==> config.mk <==
export PLATFORM = sky130hd
export DESIGN_NAME = seg_scan_mux_pwm
export DESIGN_NICKNAME = d
export VERILOG_FILES = /design/src/rtl/seg_scan_mux_pwm.sv
export SDC_FILE = /design/constraint.sdc
export NUM_CORES = 1
export LEC_CHECK = 0
export CORE_UTILIZATION = 47
export CTS_BUF_LIST = sky130_fd_sc_hd__clkbuf_4 sky130_fd_sc_hd__clkbuf_8
export DETAILED_ROUTE_END_ITERATION = 10
export PLACE_DENSITY = 0.69
export SLEW_MARGIN = 25
export SYNTH_ARGS = -nofsm -noshare
export SYNTH_HDL_FRONTEND = slang
export SYNTH_SLANG_ARGS = --single-unit
==> constraint.sdc <==
create_clock -name clk -period 4.85 [get_ports clk]
set_input_delay 0.485 -clock clk [delete_from_list [all_inputs] [get_ports clk]]
set_output_delay 0.485 -clock clk [all_outputs]
set_load 0.02 [all_outputs]
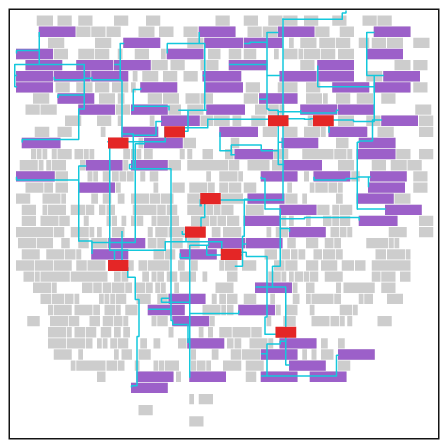
(run_1/clock_map.png)
[red] cells driving clock nets | count: 9
[purple] flip-flops | count: 81
[cyan] clock wires | length: 1,090 um
flops lie: all over the die
Worst-Skew Late Latency: 0.36 ns
Clk network pwr share: 27.0%
Clock group: 0.000476 W

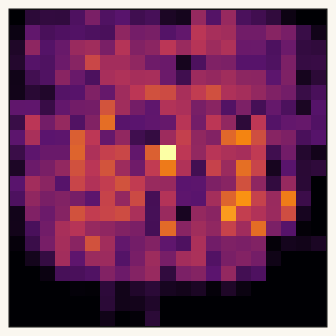
(run_1/wire_density.png)
The die is cut into 21 by 21 equal tiles; black is low, pale yellow is high, scaled to the fullest tile. Values are wire area over tile area, all layers added.
nearly empty tiles: 15%
fullest tile: 0.57
tiles over half the peak: 11%
wire length per cell: 15.99 um
Total GRT Usage: 21.68%

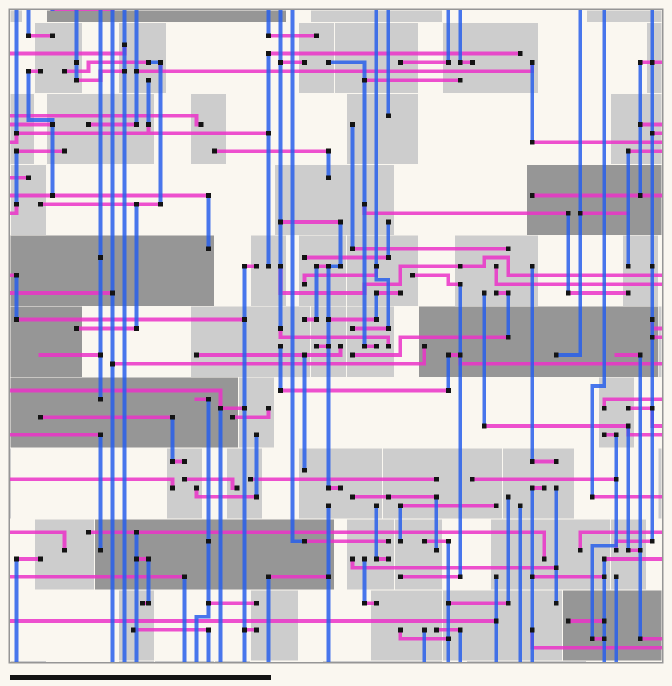
(run_1/zoom.png)
Bar = 10 um. Window x 40 to 65, y 19 to 44 um. Cells in gray, sequential cells in the stronger gray; small squares are vias.
[blue] met2
[magenta] met1
sequential cells in the window: 5
most frequent: nand2_1 (5), ha_1 (5), dfrtp_1 (5)
cells with their middle in the window: 40

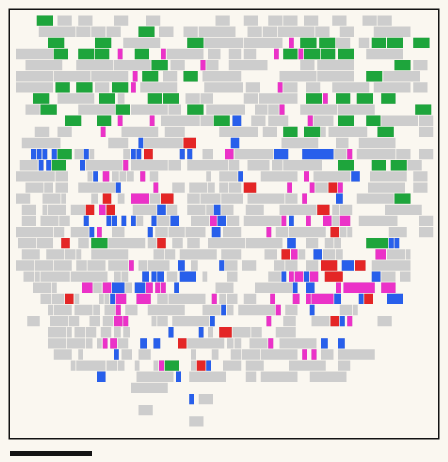
(run_1/gate_families.png)
Bar = 20 um.
[magenta] NOR gates | cells: 68
[red] AND and OR gates | cells: 22
[blue] NAND gates | cells: 74
[green] multiplexers | cells: 55
multi-input combinational area share: 45.38%
fin cells: 696
Top cell excl fill/tap: dfrtp_1

==> flow_summary.json <==
{
  "port-buffer-count": 57,
  "violations": "DRC",
  "area_growth_pct": 22.08,
  "synth_nets": 559,
  "use_met3_pct": 3.618,
  "firstDrtPassIters": 7,
  "wirelength_mm": 11.13,
  "n_all_inverters": 28,
  "clk_pin_slew_ns": 0.09,
  "ys_cells": 477,
  "yosys.area.top_type": "dfrtp_1",
  "fin_worst_skew_ns": 0.01309,
  "rsz0062_at_grt": "false",
  "core_mm2": 0.01028,
  "end_kind": "flip-flop",
  "antenna_found_initial": 0,
  "cts_buffers": 9,
  "ff2ff_path_depth": 17,
  "cts_sinks": 81,
  "yosysUniqueCellTypes": 63,
  "largest_class": "logic gates",
  "bufAreaShareNonClock_pct": 13.12,
  "post_cts_buffers": 0,
  "outcome": "finished with violations",
  "num_rows": 37,
  "setup.worst_path.start_class": "input port",
  "ys_seq_share_pct": 41.41,
  "ys_area_mm2": 0.004946,
  "layout_worst_path_cycle_share_pct": 91.71,
  "drv_slew": 0,
  "synth-async-reset-ratio_pct": 100.0,
  "gr-usage-met2_pct": 34.34,
  "ant_nets": 0,
  "synth-edff-count": 0,
  "wl_met3_um": 284,
  "buffers": 85,
  "worstPathMaxFanout": 4,
  "ys_ff": 81,
  "crit_type": "input port to flip-flop",
  "syn_area_mm2": 0.004946,
  "top_cells_by_count": "dfrtp_1, nor2_1, nand2_1",
  "gr-total-overflow": 0,
  "clkCellAreaFrac_pct": 3.005,
  "hold_depth": 2,
  "root_buffer": "clkbuf_8",
  "power_density_mw_per_mm2": 292.3,
  "syn_area_per_cell_um2": 10.37,
  "highest_layer": "met4",
  "logic_gates": 350,
  "dieHeight_um": 104.6,
  "drc_errors": 2,
  "final_layout_size_suffix_gt1_share_pct": 23.75,
  "synthCells": 477,
  "cts_tree": "yes",
  "hpwl_mm": 8.332,
  "fillers": 895,
  "largest_register_ffs": 32,
  "h-tree-depth": 3,
  "sh_seq_area_pct": 33.92,
  "num_vias": 3709,
  "grt_pass1_wl_mm": 18.78,
  "chipArea_mm2": 0.01094,
  "maxSlewHeadroom_pct": 46.30,
  "die_width_um": 104.6,
  "flops": 81,
  "ff2ff_setup_slack_ns": 0.72,
  "dpl_cell_area_mm2": 0.005783,
  "top_cell_area_share_pct": 32.38,
  "clkbuf_count": 9,
  "hold_viol": 0,
  "cts_resized": 0,
  "maxCapViolations": 0,
  "met1_length_mm": 5.581,
  "grt_max_degree": 50,
  "via_per_inst": 5.329
}
==> run 1: critical path, cell delays in order <==
cell	delay, ns
clkdlybuf4s50_1	0.42
buf_4	0.16
ha_1	0.28
ha_1	0.16
inv_1	0.05
fa_1	0.37
nand2b_1	0.18
a21oi_1	0.18
xnor2_1	0.17
nor3_1	0.07
nor2_1	0.16
ha_2	0.20
and3_1	0.16
and3b_1	0.18
xnor2_1	0.13
ha_2	0.30
o21ai_1	0.14
nand2b_1	0.08
a31oi_1	0.16
o21ai_2	0.09
a2111oi_2	0.36
buf_4	0.16
nand3_2	0.06
==> run 1: layout by cell type (no fill, tap or decap), types with 19 or more instances in the layout <==
master and instances:
buf_4 27, nor2_1 46, inv_1 24, clkdlybuf4s50_1 54
ha_1 33, dfrtp_1 64, mux2i_1 19, mux2_2 34
nand2_1 45
==> run 1: cell families (layout without fill, tap and decap cells) <==
family	Yosys count	in the layout	synth area share, %
muxes	55	55	12.12
DFF	81	81	41.41
and+or+nand+nor	164	164	17.73
xor gates and xnor gates	27	27	4.781
buffers and inverters	46	129	4.275
adders and majority gates	39	39	10.17
AOI/OAI and AO/OA	65	65	9.512
==> run 1: where the power goes <==
group / total [W] / leakage, nW / switching, W / internal [W]
Clock: 0.000476 / 0.0886 / 0.000282 / 0.000194
Sequential: 0.000808 / 0.976 / 0.0000299 / 0.000779
Combinational: 0.000480 / 1.59 / 0.000242 / 0.000238
Total: 0.00176 / 2.65 / 0.000554 / 0.00121
==> run 1: per-stage QoR <==
step	power (W)	setup slack (ns)	util (%)	setup TNS (ns)
detailed placement	0.001287	-0.3000	56.27	-0.7098
finish	0.001765	0.4019	58.75	0
CTS	0.001766	0.03985	58.04	0
global route	0.001865	0.1195	58.75	0
floorplan	0.001121	0.4572	-	0
global placement	0.001269	-0.1793	56.27	-0.1987
No activity file was given, so power comes from the tool's default toggle rates.
